## src/rtl/io_pkg.sv

```systemverilog
// io_pkg: shared defaults and types for the host-side terminal peripheral.
//   DATA_W_DEF      - default word width (matches the CPU's INPR/OUTR).
//   FIFO_DEPTH_DEF  - default input FIFO depth (power of 2, >= 2).
//   out_state_t     - output path state: word slot free or word pending for host.
package io_pkg;

  localparam int DATA_W_DEF     = 16;
  localparam int FIFO_DEPTH_DEF = 4;

  typedef enum logic [0:0] {
    OUT_IDLE = 1'b0,
    OUT_BUSY = 1'b1
  } out_state_t;

endpackage : io_pkg

```

## src/rtl/io_fifo.sv

```systemverilog
// io_fifo: synchronous FIFO buffering host input words for the CPU.
// Ports:
//   clk, reset        - rising-edge clock, asynchronous active-low reset
//   push, wr_data     - write request and data (ignored while full)
//   pop               - read request (ignored while empty)
//   full, empty       - occupancy flags derived from the registered count
//   head              - oldest entry, forced to zero while empty
module io_fifo #(
  parameter int DATA_W = 16,
  parameter int DEPTH  = 4,
  localparam int PTR_W = $clog2(DEPTH)
) (
  input  logic              clk,
  input  logic              reset,
  input  logic              push,
  input  logic [DATA_W-1:0] wr_data,
  input  logic              pop,
  output logic              full,
  output logic              empty,
  output logic [DATA_W-1:0] head
);

  logic [DATA_W-1:0] mem_r [DEPTH];
  logic [PTR_W-1:0]  wr_ptr_r;
  logic [PTR_W-1:0]  rd_ptr_r;
  logic [PTR_W:0]    count_r;
  logic [PTR_W:0]    count_nx_s;
  logic              push_ok_s;
  logic              pop_ok_s;

  assign full      = (count_r == (PTR_W+1)'(DEPTH));
  assign empty     = (count_r == '0);
  assign push_ok_s = push & ~full;
  assign pop_ok_s  = pop & ~empty;

  // Occupancy update: simultaneous push and pop leaves the count unchanged.
  always_comb begin
    count_nx_s = count_r;
    case ({push_ok_s, pop_ok_s})
      2'b10:   count_nx_s = count_r + (PTR_W+1)'(1);
      2'b01:   count_nx_s = count_r - (PTR_W+1)'(1);
      default: count_nx_s = count_r;
    endcase
  end

  // Storage, pointers and count; reset discards every buffered word.
  always_ff @(posedge clk or negedge reset) begin
    if (!reset) begin
      for (int i = 0; i < DEPTH; i++) begin
        mem_r[i] <= '0;
      end
      wr_ptr_r <= '0;
      rd_ptr_r <= '0;
      count_r  <= '0;
    end else begin
      if (push_ok_s) begin
        mem_r[wr_ptr_r] <= wr_data;
        wr_ptr_r        <= wr_ptr_r + PTR_W'(1);
      end
      if (pop_ok_s) begin
        rd_ptr_r <= rd_ptr_r + PTR_W'(1);
      end
      count_r <= count_nx_s;
    end
  end

  // Head presentation: stale storage is never shown once the FIFO is empty.
  always_comb begin
    head = '0;
    if (empty) begin
      head = '0;
    end else begin
      head = mem_r[rd_ptr_r];
    end
  end

endmodule : io_fifo

```

## src/rtl/io_terminal.sv

```systemverilog
// io_terminal: host-side terminal at the far end of the CPU INPR/OUTR port.
// Input path buffers host words in io_fifo and presents the head on inpr_data
// with fgi. Output path captures OUTR words on out_load into a holding register
// and hands them to the host with a valid/ready handshake; fgo marks the slot
// free. irq = ien & (fgi | fgo).
// Ports:
//   clk, reset                                - clock, async active-low reset
//   host_in_data/valid/ready                  - host -> FIFO word stream
//   inpr_data, fgi, inp_ack                   - CPU input side (ack pops head)
//   outr_data, out_load, fgo                  - CPU output side
//   host_out_data/valid/ready                 - holding register -> host
//   ien, irq                                  - interrupt enable / request
//   err_clr, out_overrun                      - sticky overrun flag and clear
module io_terminal
  import io_pkg::*;
#(
  parameter int DATA_W     = DATA_W_DEF,
  parameter int FIFO_DEPTH = FIFO_DEPTH_DEF
) (
  input  logic              clk,
  input  logic              reset,
  input  logic [DATA_W-1:0] host_in_data,
  input  logic              host_in_valid,
  output logic              host_in_ready,
  output logic [DATA_W-1:0] inpr_data,
  output logic              fgi,
  input  logic              inp_ack,
  input  logic [DATA_W-1:0] outr_data,
  input  logic              out_load,
  output logic              fgo,
  output logic [DATA_W-1:0] host_out_data,
  output logic              host_out_valid,
  input  logic              host_out_ready,
  input  logic              ien,
  output logic              irq,
  input  logic              err_clr,
  output logic              out_overrun
);

  logic              fifo_full_s;
  logic              fifo_empty_s;
  out_state_t        state_r;
  out_state_t        state_nx_s;
  logic [DATA_W-1:0] hold_r;
  logic [DATA_W-1:0] hold_nx_s;
  logic              overrun_r;
  logic              overrun_nx_s;

  io_fifo #(
    .DATA_W (DATA_W),
    .DEPTH  (FIFO_DEPTH)
  ) u_fifo (
    .clk     (clk),
    .reset   (reset),
    .push    (host_in_valid),
    .wr_data (host_in_data),
    .pop     (inp_ack),
    .full    (fifo_full_s),
    .empty   (fifo_empty_s),
    .head    (inpr_data)
  );

  assign host_in_ready  = ~fifo_full_s;
  assign fgi            = ~fifo_empty_s;
  assign fgo            = (state_r == OUT_IDLE);
  assign host_out_valid = (state_r == OUT_BUSY);
  assign host_out_data  = hold_r;
  assign out_overrun    = overrun_r;
  assign irq            = ien & (fgi | fgo);

  // Output FSM next-state, holding register load and overrun tracking.
  always_comb begin
    state_nx_s   = state_r;
    hold_nx_s    = hold_r;
    overrun_nx_s = overrun_r;
    case (state_r)
      OUT_IDLE: begin
        if (out_load) begin
          state_nx_s = OUT_BUSY;
          hold_nx_s  = outr_data;
        end else begin
          state_nx_s = OUT_IDLE;
        end
      end
      OUT_BUSY: begin
        if (host_out_ready) begin
          state_nx_s = OUT_IDLE;
        end else begin
          state_nx_s = OUT_BUSY;
        end
      end
      default: begin
        state_nx_s = OUT_IDLE;
      end
    endcase
    // A load while busy (even on the draining cycle) is dropped; set beats clear.
    if (out_load && (state_r == OUT_BUSY)) begin
      overrun_nx_s = 1'b1;
    end else if (err_clr) begin
      overrun_nx_s = 1'b0;
    end else begin
      overrun_nx_s = overrun_r;
    end
  end

  // Output path state, holding register and sticky overrun flag.
  always_ff @(posedge clk or negedge reset) begin
    if (!reset) begin
      state_r   <= OUT_IDLE;
      hold_r    <= '0;
      overrun_r <= 1'b0;
    end else begin
      state_r   <= state_nx_s;
      hold_r    <= hold_nx_s;
      overrun_r <= overrun_nx_s;
    end
  end

endmodule : io_terminal
```

## config.mk

```make
export PLATFORM = sky130hd
export DESIGN_NAME = io_terminal
export DESIGN_NICKNAME = d
export VERILOG_FILES = /design/src/rtl/io_pkg.sv /design/src/rtl/io_fifo.sv /design/src/rtl/io_terminal.sv
export SDC_FILE = /design/constraint.sdc
export NUM_CORES = 1
export LEC_CHECK = 0
export CORE_MARGIN = 8
export CORE_UTILIZATION = 25
export DETAILED_ROUTE_END_ITERATION = 7
export GPL_TIMING_DRIVEN = 0
export SLEW_MARGIN = 15
export SYNTH_ARGS = -nofsm -noshare
export SYNTH_HDL_FRONTEND = slang
export SYNTH_HIERARCHICAL = 1
export SYNTH_SLANG_ARGS = --single-unit
```

## constraint.sdc

```tcl
create_clock -name clk -period 4.98 [get_ports clk]
set_input_delay 0.996 -clock clk [delete_from_list [all_inputs] [get_ports clk]]
set_output_delay 0.996 -clock clk [all_outputs]
set_load 0.01 [all_outputs]
```

==> flow_metrics.tcl, run 1 <==
# implementation run metrics
set metrics [dict create \
    grt_util_met3_pct 3.306 \
    path_clk_slew_ns 0.06 \
    postCtsResizedCells 0 \
    reg2regPathDepth 8 \
    report.final.setup_viol 0 \
    final_antenna_net_count 0 \
    cts_buffers 9 \
    core_area_mm2 0.01577 \
    placed_cell_area_mm2 0.005081 \
    internal-power_uw 2414 \
    numPortBuffers 77 \
    drive_above_1_share_pct 37.07 \
    cp-startpoint "u_fifo/count_r[0]" \
    setup_slack_ns 1.482 \
    cts_hold_buf 0 \
    dpl.hpwl_um 6585 \
    fin_area_mm2 0.005369 \
    cts_setup_buffers 0 \
    p_comb_uw 1570 \
    nFillCells 1586 \
    drv_cap 0 \
    max_stage_delay_ns 0.67 \
    mostFrequentLayoutCell "dfrtp_1" \
    synth_xor_xnor_area_share_pct 1.310 \
    p_comb_share_pct 45.4 \
    ys_sh_mux_pct 32.82 \
    dr.max_layer_used "met4" \
    hold_ws_ns 0.5012 \
    antenna_found_initial 0 \
    critPathSlowestCell "nor3_2" \
    cts_max_path_buffers 2 \
    comb.multi_input.count 146 \
    hold_class "register to register" \
    grt_pass1_vias 2645 \
    cp.arrival_ns 2.50 \
    buffers 89 \
    aoi_share_pct 0.4992 \
    finClkSkew_ns 0.004908 \
    fa_ha_area_share_pct 2.059 \
    critPathBufInv 2 \
    warnings 29 \
    crit_path_end_kind "primary output" \
    largest_register_ffs 64 \
    met3_length_um 356 \
    lay_top_cells "dfrtp_1 (89), clkdlybuf4s50_1 (76), mux2_2 (72), nor2b_1 (17), mux4_2 (16)" \
    p_switching_uw 1044 \
    endpoint "irq" \
    logic_area_mm2 0.001677 \
    clk_share_pct 5.360 \
    power.density_mw_per_mm2 644.1 \
    taps 216 \
    p_sw_share_pct 30.19 \
    maxPowerGroup "combinational logic" \
    grt_overflow 0 \
    diodes 0 \
    nets 390 \
    total_power_uw 3458 \
    met2_length_um 4695 \
    ir_worst_vdd_v 0.0002502 \
    dp.cells 549 \
    p_leak_uw 0.002201 \
    cts_root_buf "clkbuf_16" \
    worst_slew_pin_slew_ns 0.7835 \
    chip_area_mm2 0.02035 \
    power.clock.total_uw 662 \
    cts_tree "done" \
    crit_path_max_fanout 11 \
    min_path_cells 1 \
    finalCritPeriodShare_pct 70.23 \
    gr-usage-met1_pct 10.92 \
    rsz0062_at_grt "no" \
    instances_no_fill 564 \
    cp-start-kind "register" \
    clkSinkCount 89 \
    synth_cell_types 26 \
    worst_r2r_endpoint "u_fifo/count_r[2]" \
    clockPowerShare_pct 19.1 \
    fp_nets 301 \
    yosys.area_share.simple_pct 4.992 \
    ys_cells 255 \
    syn_inst 255 \
    reg2reg_slack_ns 2.75 \
    largest_cell_class "flip-flops and latches" \
    grt_start_max_net_pins 64 \
    postSynthSeqShare_pct 55.54 \
    setup_tns_ns 0 \
    max_slew_margin_pct 47.48 \
    pre_cts_ws_ns 1.791 \
    cts_max_level 3 \
    max_flop_register "u_fifo/mem_r" \
    sh_comb_area_pct 31.23 \
    inverters 9 \
    period_needed_ns 3.498 \
    seqPwrFrac_pct 35.5 \
    synthToLayoutAreaGrowth_pct 33.88 \
    cp_cell_sequence "nor3_2, buf_2, a21boi_0, clkdlybuf4s50_1" \
    fp.dieW_um 142.7 \
    critical-path-top-delay-family "buffers and inverters" \
    design.seq.count 89 \
    fp_util_pct 25.43 \
    ys_warn_count 6 \
    fmax_mhz 285.9 \
    drc_errors 0 \
    grt_pass1_wl_um 14560 \
    dr.pass1.iters 4 \
    path_depth 4 \
    placementRows 46 \
    die_y_um 142.7 \
    status "completed" \
    drtIter0Drc 124 \
    r2r_start "u_fifo/count_r[0]" \
    crit_required_ns 3.98 \
    hold_start "u_fifo/mem_r[8]" \
    n_clock_buffer 11 \
    place.gp.congestion 0.7177 \
    ios 78 \
    ys_chip_area_mm2 0.004010 \
    hold_violations 0 \
    syn_area_mm2 0.004010 \
    maxSlewViolCount 0 \
    hold_end "u_fifo/mem_r[8]" \
    avgViaCountPerCell 4.151 \
    path_class "register to primary output" \
    buf_share_pct 16.27 \
    top_logic_kind "multiplexers" \
    ys.flops 89 \
    avgSynthCellArea_um2 15.73 \
    wl_met1_um 4010 \
]
run 1: Yosys cell counts:
library cell  instances  area [um^2]
buf_6                 1        11.26
xnor2_1               2        17.52
buf_12                1        20.02
nor3_1                1        5.000
mux4_2               16        360.4
mux2_4                9        135.1
clkbuf_1              1        3.750
nand2b_1              1        6.260
nor2_2                4        25.02
nand2_1               6        22.52
dfrtp_1              89         2227
fa_1                  1        20.02
nor2b_2               1        8.760
mux2i_1               1        10.01
o21ai_0               1        5.000
nor2b_1              17        106.4
nor3b_4               1        18.77
buf_2                 7        35.03
buf_4                 1        7.510
nor2_1                2        7.510
mux2_2               72        810.8
ha_1                  5        62.56
o21bai_1              1        7.510
a21boi_0              1        7.510
xor2_1                4        35.03
inv_1                 9        33.78
Figure 1. Routing congestion (run 1).
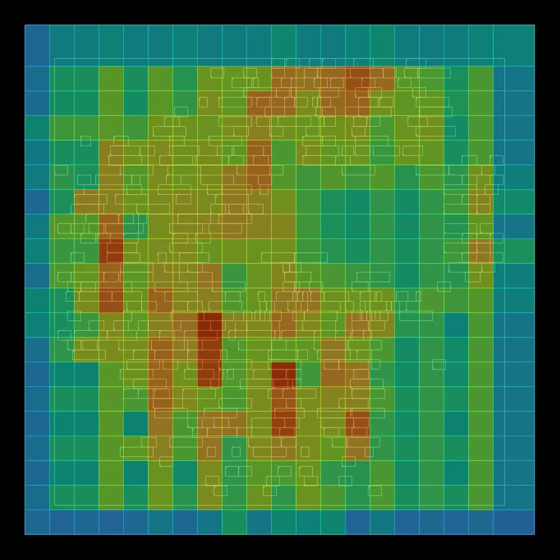
met2 Usage GRT: 16.21%
utilization after layout: 34.04%
routed len/inst: 16.25 um
most used routing layer: met2

Figure 2. Sequential cells grouped by signal name (run 1).
The bar under the picture is 50 um long. Other sequential cells in the stronger gray, the rest of the logic in the fainter gray.
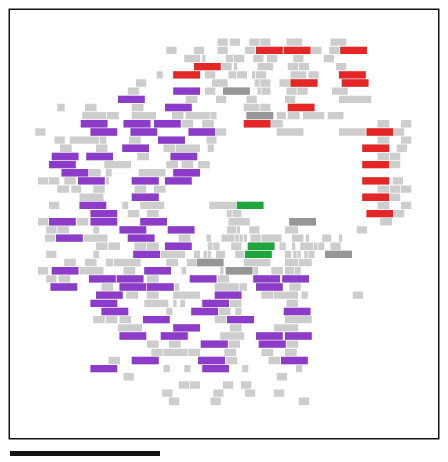
purple -> u_fifo/mem_r  # flops 64
red -> host_out_data  # flops 16, where top right
green -> u_fifo/count_r  # flops 3
register fraction of the total cell area: 41.48%
area occupied by registers: 0.002227 mm^2
sequential cell power: 1230 uW

Figure 3. Wire density map (run 1).
The bar under the picture is 50 um long. 29 x 29 tiles, from dark blue (low) to red (high), scaled to the fullest tile. Values are wire area over tile area, all layers added.
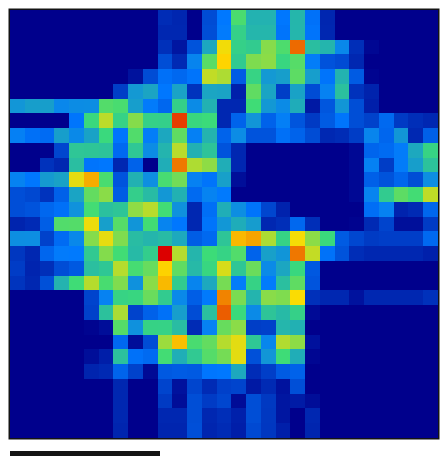
nearly empty tiles = 37%
emptiest ninth of the die = bottom right
mean over tiles = 0.069
fullest tile = 0.35
tiles over half the peak = 12%
GRT Total Usage: 9.471%
via count: 2341
Routed WL: 9167 um

Figure 4. Routed metal, one color a layer (run 1).
The bar under the picture is 50 um long.
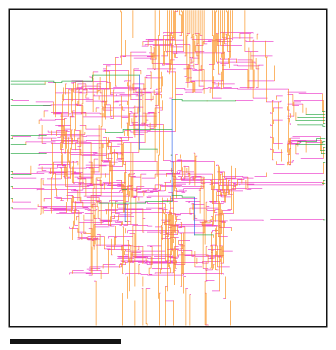
green -> M3  # wire length 356 um
blue -> M4  # wire length 105 um
magenta -> M1  # wire length 4010 um
orange -> M2  # wire length 4700 um

Figure 5. Placement by cell class (run 1).
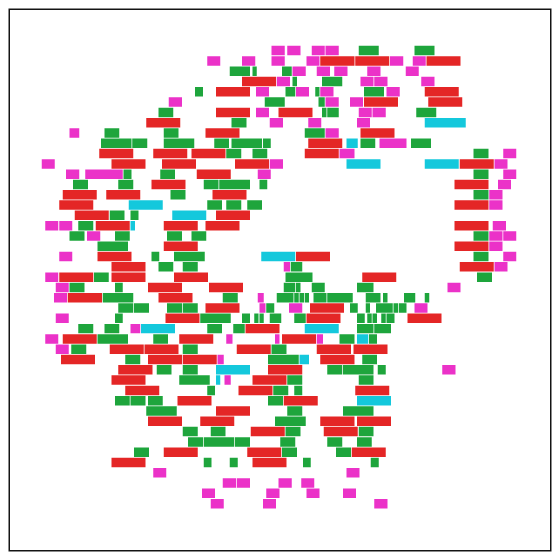

--- run 2 (diff from run 1) ---
clock period = 2.9 ns   (was 4.98 ns; I/O delays follow)
Figure 6. Placement by cell class (run 2).
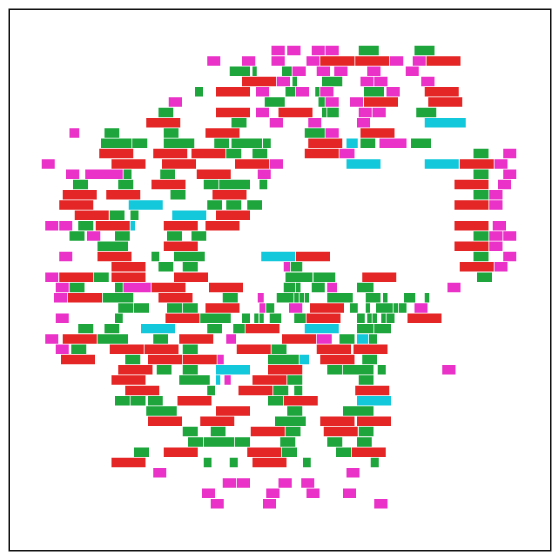
cyan -> clock drivers and dummy loads  # cells 15
green -> remaining logic cells  # cells 155
red -> registers  # cells 89
magenta -> remaining buffers and delay cells  # cells 89
register fraction of the total cell area: 41.24%
fin area: 0.005400 mm^2
utilization after layout: 34.24%
Core Area: 0.01577 mm^2

==> flow_metrics.tcl, run 2 <==
# implementation run metrics
set metrics [dict create \
    wl_per_cell_um 16.29 \
    synth_cell_types 26 \
    seq-power_uw 2140 \
    critical-path-top-delay-family "buffers and inverters" \
    yosys-top-cells-count "dfrtp_1 (89), mux2_2 (72), nor2b_1 (17), mux4_2 (16)" \
    fp_nets 301 \
    synth-async-reset-ratio_pct 100.0 \
    pre_cts_ws_ns 0.1273 \
    edf_count 0 \
    nets 390 \
    top_cell_area_share_pct 55.54 \
    rsz0062_at_grt "no" \
    dr.max_layer_used "met4" \
    reg2regPathDepth 8 \
    internal-power_uw 4185 \
    seqPwrFrac_pct 35.7 \
    grt_overflow 0 \
    p_comb_share_pct 45.3 \
    p_leak_uw 0.002216 \
    clockPowerShare_pct 18.9 \
    drtIter0Drc 108 \
    syn_inst 255 \
    ir_worst_vdd_v 0.0005107 \
    cts_max_path_buffers 2 \
    largest_register_ffs 64 \
    synthToLayoutAreaGrowth_pct 34.66 \
    fp.dieW_um 142.7 \
    crit_path_max_fanout 10 \
    endpoint "inpr_data[13]" \
    yosys.area_share.simple_pct 4.992 \
    hold_ws_ns 0.1579 \
    synth_xor_xnor_area_share_pct 1.310 \
    worst_r2r_endpoint "u_fifo/count_r[2]" \
    setup_slack_ns 0.1242 \
    max_flop_register "u_fifo/mem_r" \
    drc_errors 0 \
    final_antenna_net_count 0 \
    r2r_start "u_fifo/count_r[0]" \
    diodes 0 \
    ys.flops 89 \
    ys_sh_mux_pct 32.82 \
    path_depth 5 \
    critPathBufInv 3 \
    ys_warn_count 6 \
    finalCritPeriodShare_pct 95.72 \
    power.density_mw_per_mm2 1110 \
    report.final.setup_viol 0 \
    total_power_uw 5994 \
    postSynthSeqShare_pct 55.54 \
    cp_cell_sequence "buf_6, buf_12, mux4_2, nor2b_1, clkdlybuf4s50_1" \
    antenna_found_initial 0 \
    die_y_um 142.7 \
    avgSynthCellArea_um2 15.73 \
    fmax_mhz 360.3 \
    avgViaCountPerCell 4.140 \
    status "completed" \
    drive_above_1_share_pct 37.36 \
    dp.cells 549 \
    path_class "register to primary output" \
    hold_violations 0 \
    cp.arrival_ns 2.20 \
    path_clk_slew_ns 0.06 \
    gr-usage-met1_pct 11.05 \
    p_sw_share_pct 30.17 \
    fp_util_pct 25.43 \
    ff_type "dfrtp_1" \
    lay_top_cells "dfrtp_1 (89), clkdlybuf4s50_1 (76), mux2_2 (72), nor2b_1 (17), mux4_2 (16)" \
    syn_area_mm2 0.004010 \
    chip_area_mm2 0.02035 \
    finClkSkew_ns 0.004592 \
    period_needed_ns 2.776 \
    cts_buffers 9 \
    placed_cell_area_mm2 0.005081 \
    met3_length_um 363 \
    ios 78 \
    yosysMostFrequentCell "dfrtp_1" \
    critPathSlowestCell "mux4_2" \
    aoi_share_pct 0.4992 \
    fa_ha_area_share_pct 2.059 \
    grt_util_met3_pct 3.306 \
    grt_pass1_wl_um 14650 \
    drv_cap 0 \
    wl_met1_um 4001 \
    max_slew_margin_pct 67.70 \
    dpl.hpwl_um 6585 \
    ys_cells 255 \
    max_stage_delay_ns 0.50 \
    ys_chip_area_mm2 0.004010 \
    use_met2_pct 16.31 \
    met2_length_um 4715 \
    cts_max_level 3 \
    grt_use_total_pct 9.544 \
    hold_class "primary input to asynchronous set/reset pin" \
    grt_start_max_net_pins 64 \
]
==> run 2: area by class of cell <==
cell class / instances / area (um^2) / area share, %
Multi-Input combinational cell: 146 / 1683 / 31.16
Timing Repair Buffer: 79 / 803.3 / 14.87
Clock inverter: 4 / 55.05 / 1.019
Sequential cell: 89 / 2227 / 41.24
Inverter: 9 / 33.78 / 0.6256
Buffer: 10 / 95.09 / 1.761
Clock buffer: 11 / 232.7 / 4.310
Tap cell: 216 / 270.3 / 5.005
==> run 2: repair_timing <==
| action | 4_1_cts | 5_1_grt |
|---|---|---|
| buffers inserted | 1 | 0 |
| setup endpoints to repair | 11 | 8 |
| gates resized | 5 | 2 |
| hold buffers | 0 | 0 |
| pin swaps | 1 | 0 |
Power is estimated from default activity; no workload was simulated.
